--- config.mk ---
export PLATFORM = sky130hd
export DESIGN_NAME = rapid_data_bus_bridge
export DESIGN_NICKNAME = d
export VERILOG_FILES = /design/src/rtl/rapid_data_bus_bridge.sv
export SDC_FILE = /design/constraint.sdc
export NUM_CORES = 1
export LEC_CHECK = 0
export CAP_MARGIN = 20
export CORE_ASPECT_RATIO = 1.75
export CORE_UTILIZATION = 40
export CTS_CLUSTER_DIAMETER = 100
export CTS_CLUSTER_SIZE = 12
export DETAILED_ROUTE_END_ITERATION = 6
export GPL_TIMING_DRIVEN = 0
export PLACE_DENSITY = 0.81
export SLEW_MARGIN = 30
export SYNTH_ARGS = -nofsm -noshare
export SYNTH_HDL_FRONTEND = slang
export SYNTH_SLANG_ARGS = --single-unit
export TNS_END_PERCENT = 100
--- constraint.sdc ---
create_clock -name i_clk -period 2.2 [get_ports i_clk]
set_input_delay 0.44 -clock i_clk [delete_from_list [all_inputs] [get_ports i_clk]]
set_output_delay 0.44 -clock i_clk [all_outputs]
set_load 0.02 [all_outputs]
--- src/rtl/rapid_data_bus_bridge.sv ---
// Bridge from the CPU memory stage to a valid/ready bus with a separate read-response channel.
// Optional bus wait timeout is enabled by defining RAPID_BUS_TIMEOUT_EN.
//
// state  | meaning
// IDLE   | waiting for i_cpu_req; request fields latched on acceptance
// REQ    | o_bus_valid high until i_bus_ready
// WAIT_R | read accepted, waiting for i_bus_rvalid
// DONE   | one-cycle o_cpu_ready pulse (o_cpu_err qualifies it)
module rapid_data_bus_bridge #(
    parameter int XLEN           = 32,
    parameter int TIMEOUT_CYCLES = 256
) (
    input  logic            i_clk,
    input  logic            i_reset,
    input  logic            i_cpu_req,
    input  logic [XLEN-1:0] i_cpu_addr,
    input  logic [XLEN-1:0] i_cpu_wdata,
    input  logic [3:0]      i_cpu_we,
    output logic [XLEN-1:0] o_cpu_rdata,
    output logic            o_cpu_ready,
    output logic            o_cpu_err,
    output logic            o_bus_valid,
    input  logic            i_bus_ready,
    output logic [XLEN-1:0] o_bus_addr,
    output logic [XLEN-1:0] o_bus_wdata,
    output logic [3:0]      o_bus_we,
    input  logic            i_bus_rvalid,
    input  logic [XLEN-1:0] i_bus_rdata
);

    localparam logic [1:0] IDLE   = 2'd0;
    localparam logic [1:0] REQ    = 2'd1;
    localparam logic [1:0] WAIT_R = 2'd2;
    localparam logic [1:0] DONE   = 2'd3;

    logic [1:0]      state_q, state_d;
    logic [XLEN-1:0] addr_q, addr_d;
    logic [XLEN-1:0] wdata_q, wdata_d;
    logic [3:0]      we_q, we_d;
    logic [XLEN-1:0] rdata_q, rdata_d;

    // Byte offset is carried by the enables, so the low address bits are dropped.
    logic unused_inputs;
    assign unused_inputs = (^i_cpu_addr[1:0]) ^ (TIMEOUT_CYCLES == 0);

`ifdef RAPID_BUS_TIMEOUT_EN
    logic [15:0] cnt_q, cnt_d;
    logic        err_q, err_d;
    logic        expired;

    assign expired   = (cnt_q == 16'(TIMEOUT_CYCLES - 1));
    assign o_cpu_err = err_q;
`else
    assign o_cpu_err = 1'b0;
`endif

    always_comb begin
        state_d = state_q;
        addr_d  = addr_q;
        wdata_d = wdata_q;
        we_d    = we_q;
        rdata_d = rdata_q;
`ifdef RAPID_BUS_TIMEOUT_EN
        cnt_d   = cnt_q;
        err_d   = 1'b0;
`endif
        case (state_q)
            IDLE: begin
                if (i_cpu_req) begin
                    addr_d  = {i_cpu_addr[XLEN-1:2], 2'b00};
                    wdata_d = i_cpu_wdata;
                    we_d    = i_cpu_we;
                    state_d = REQ;
`ifdef RAPID_BUS_TIMEOUT_EN
                    cnt_d   = '0;
`endif
                end
            end
            REQ: begin
`ifdef RAPID_BUS_TIMEOUT_EN
                cnt_d = cnt_q + 16'd1;
`endif
                if (i_bus_ready) begin
                    if (we_q != 4'b0000) begin
                        state_d = DONE;
                    end else if (i_bus_rvalid) begin
                        rdata_d = i_bus_rdata;
                        state_d = DONE;
                    end else begin
                        state_d = WAIT_R;
                    end
                end
`ifdef RAPID_BUS_TIMEOUT_EN
                else if (expired) begin
                    err_d   = 1'b1;
                    state_d = DONE;
                    if (we_q == 4'b0000) rdata_d = '0;
                end
`endif
            end
            WAIT_R: begin
`ifdef RAPID_BUS_TIMEOUT_EN
                cnt_d = cnt_q + 16'd1;
`endif
                if (i_bus_rvalid) begin
                    rdata_d = i_bus_rdata;
                    state_d = DONE;
                end
`ifdef RAPID_BUS_TIMEOUT_EN
                else if (expired) begin
                    err_d   = 1'b1;
                    rdata_d = '0;
                    state_d = DONE;
                end
`endif
            end
            default: state_d = IDLE;
        endcase
    end

    always_ff @(posedge i_clk or negedge i_reset) begin
        if (!i_reset) begin
            state_q <= IDLE;
            addr_q  <= '0;
            wdata_q <= '0;
            we_q    <= '0;
            rdata_q <= '0;
        end else begin
            state_q <= state_d;
            addr_q  <= addr_d;
            wdata_q <= wdata_d;
            we_q    <= we_d;
            rdata_q <= rdata_d;
        end
    end

`ifdef RAPID_BUS_TIMEOUT_EN
    always_ff @(posedge i_clk or negedge i_reset) begin
        if (!i_reset) begin
            cnt_q <= '0;
            err_q <= 1'b0;
        end else begin
            cnt_q <= cnt_d;
            err_q <= err_d;
        end
    end
`endif

    assign o_bus_valid = (state_q == REQ);
    assign o_cpu_ready = (state_q == DONE);
    assign o_bus_addr  = addr_q;
    assign o_bus_wdata = wdata_q;
    assign o_bus_we    = we_q;
    assign o_cpu_rdata = rdata_q;

endmodule
==> impl_metrics.csv <==
group,metric,value,unit
run_status,status,"finished, final reports clean",
pwr,p_int,0.00684,W
synth,synthTopCellsByArea,"dfrtp_1, mux2_2, mux2_4",
worst_setup_path,r2r-start,"state_q[1]$_DFFE_PN0P_",
run,openroad.warnings,32,
final_timing,skew,0.00623,ns
synth,dominantRegCellSynth,"dfrtp_1",
synth,ys_sh_simple,0.532,%
worst_setup_path,reg2reg_depth,6,
die,rows,47,
synth,top_logic_kind,"multiplexers",
synth,yosysCellCount,231,
final_timing,grt_setup_unrepaired,"false",
global_routing,grt-ovfl-total,0,
synth,syn_area_per_cell,17.3,um2
global_routing,met1_usage,19.2,%
final_timing,drv_slew,0,
worst_setup_path,crit_fanout,5,
pwr,p_comb_share,51.8,%
final_timing,worst_pin_slew,0.536,ns
routing,ant_nets,0,
final_timing,relSlewSlack,64.3,%
place,dpl_cell_area,6210,um2
worst_setup_path,r2r_slack,0.23,ns
worst_setup_path,cp_top_family,"buffers and inverters",
[worst max-delay path by stage]
stage	slack, ns	endpoint	depth (start not counted)	startpoint
2_1_floorplan	0.25	o_cpu_rdata[10]$_DFFE_PN0P_	6	state_q[1]$_DFFE_PN0P_
3_3_place_gp	-2.91	o_cpu_rdata[6]$_DFFE_PN0P_	1	i_reset
3_5_place_dp	0.17	o_bus_addr[23]$_DFFE_PN0P_	5	i_cpu_req
4_1_cts	0.18	o_bus_valid	3	state_q[1]$_DFFE_PN0P_
5_1_grt	0.12	o_bus_valid	3	state_q[1]$_DFFE_PN0P_
6_report	0.21	o_cpu_ready	2	state_q[0]$_DFFE_PN0P_
[layout make-up]
class	instances	area share, %
Clock buffer	12	3.78
Clock inverter	4	1.11
Multi-Input combinational cell	115	21.4
Sequential cell	100	38.3
Inverter	5	0.288
Tap cell	122	2.34
Buffer	13	1.36
Timing Repair Buffer	203	31.4
[layout by cell type (no fill, tap or decap), drive strengths merged]
cell type      instances
dlygate4sd2            1
a21oi                  1
buf                   13
mux2                 101
nand2                  1
nand3                  1
a211oi                 1
clkbuf                14
conb                   3
dfrtp                100
clkdlybuf4s50        200
clkinvlp               1
clkinv                 1
o41ai                  1
inv                    5
bufinv                 2
ha                     5
a222oi                 1
[power by group through the flow]
stage | sequential, W | clock [W] | combinational (W)
after global placement | 0.00329 | 0 | 0.00532
after floorplan | 0.00446 | 0 | 0.00177
after global routing | 0.00344 | 0.00179 | 0.00564
after detailed placement | 0.00335 | 0 | 0.00542
final | 0.00332 | 0.00168 | 0.00538
after CTS | 0.00333 | 0.00172 | 0.00544
[registers in the layout (all words and copies together) (netlist names)]
register,count
o_bus_we,4
o_bus_wdata,32
o_cpu_rdata,32
o_bus_addr,30
state_q,2
[per-stage QoR]
| stage | hold slack (ns) | power, W | cells | setup TNS [ns] |
|---|---|---|---|---|
| 6_report | 0.0403 | 0.0104 | 574 | 0 |
| 4_1_cts | 0.0488 | 0.0105 | 574 | 0 |
| 3_3_place_gp | 0.486 | 0.00860 | 557 | -290.37 |
| 3_5_place_dp | 0.413 | 0.00877 | 558 | 0 |
| 2_1_floorplan | 0.144 | 0.00623 | 233 | 0 |
| 5_1_grt | 0.0598 | 0.0109 | 574 | 0 |
[metal layers]
metal | vias up | share of wire (%)
met5 | - | 0
met4 | 0 | 3.7
met3 | 26 | 5.3
met2 | 124 | 57
met1 | 1310 | 34
li1 | 1234 | -
[cell families (layout without fill, tap and decap cells)]
| group | Yosys count | in the layout |
|---|---|---|
| fa+ha+maj | 5 | 5 |
| simple gates | 2 | 2 |
| buf+inv | 18 | 237 |
| compound gates | 4 | 4 |
| other cells | 1 | 3 |
| flops | 100 | 100 |
| mux | 101 | 101 |
[timing repair]
item,in CTS,in global routing
resized,1,0
endpoints found under the setup margin,1,0
hold buffers,0,0
**Cells coloured by class**

The bar under the picture is 20 um long.
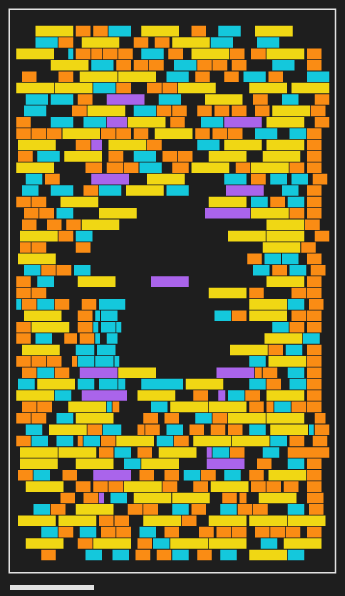
legend:
  other buffers and delay cells:
    colour: orange
    cells: 216
  flip-flops:
    colour: yellow
    cells: 100
  clock drivers and dummy loads:
    colour: purple
    cells: 16
  all other logic:
    colour: cyan
    cells: 120

**Wiring by layer**

The bar under the picture is 20 um long. Only two layers are drawn.
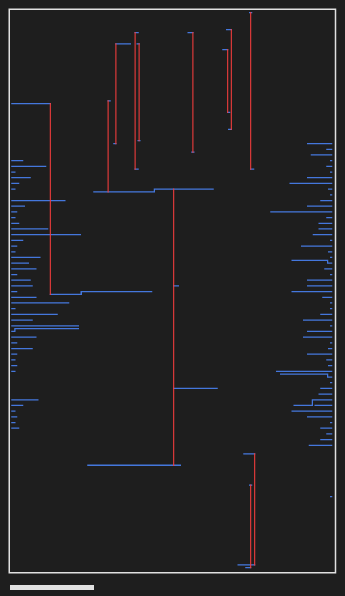
legend:
  met3:
    colour: blue
    wire_length: 518 um
  met4:
    colour: red
    wire_length: 364 um

**Track usage over the die**

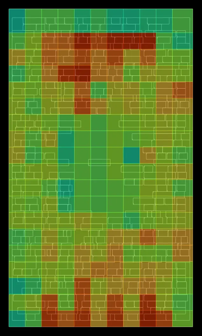
final core occ: 68.1%
wire length per cell: 16.9 um
GR peak layer: met2
met2 GRT Util: 36.5%

**Logic cells by family**

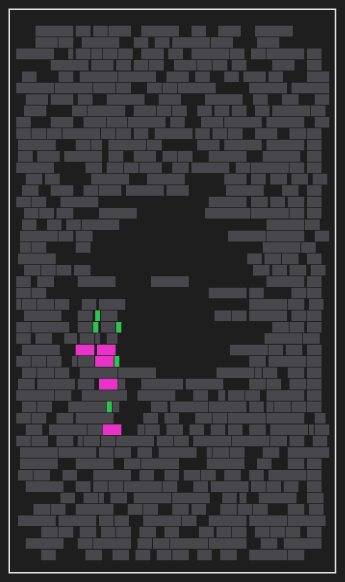
legend:
  adder and majority cells:
    colour: magenta
    cells: 5
  inverters:
    colour: green
    cells: 5

Power figures rest on the tool's default switching activity, not on a simulated workload.
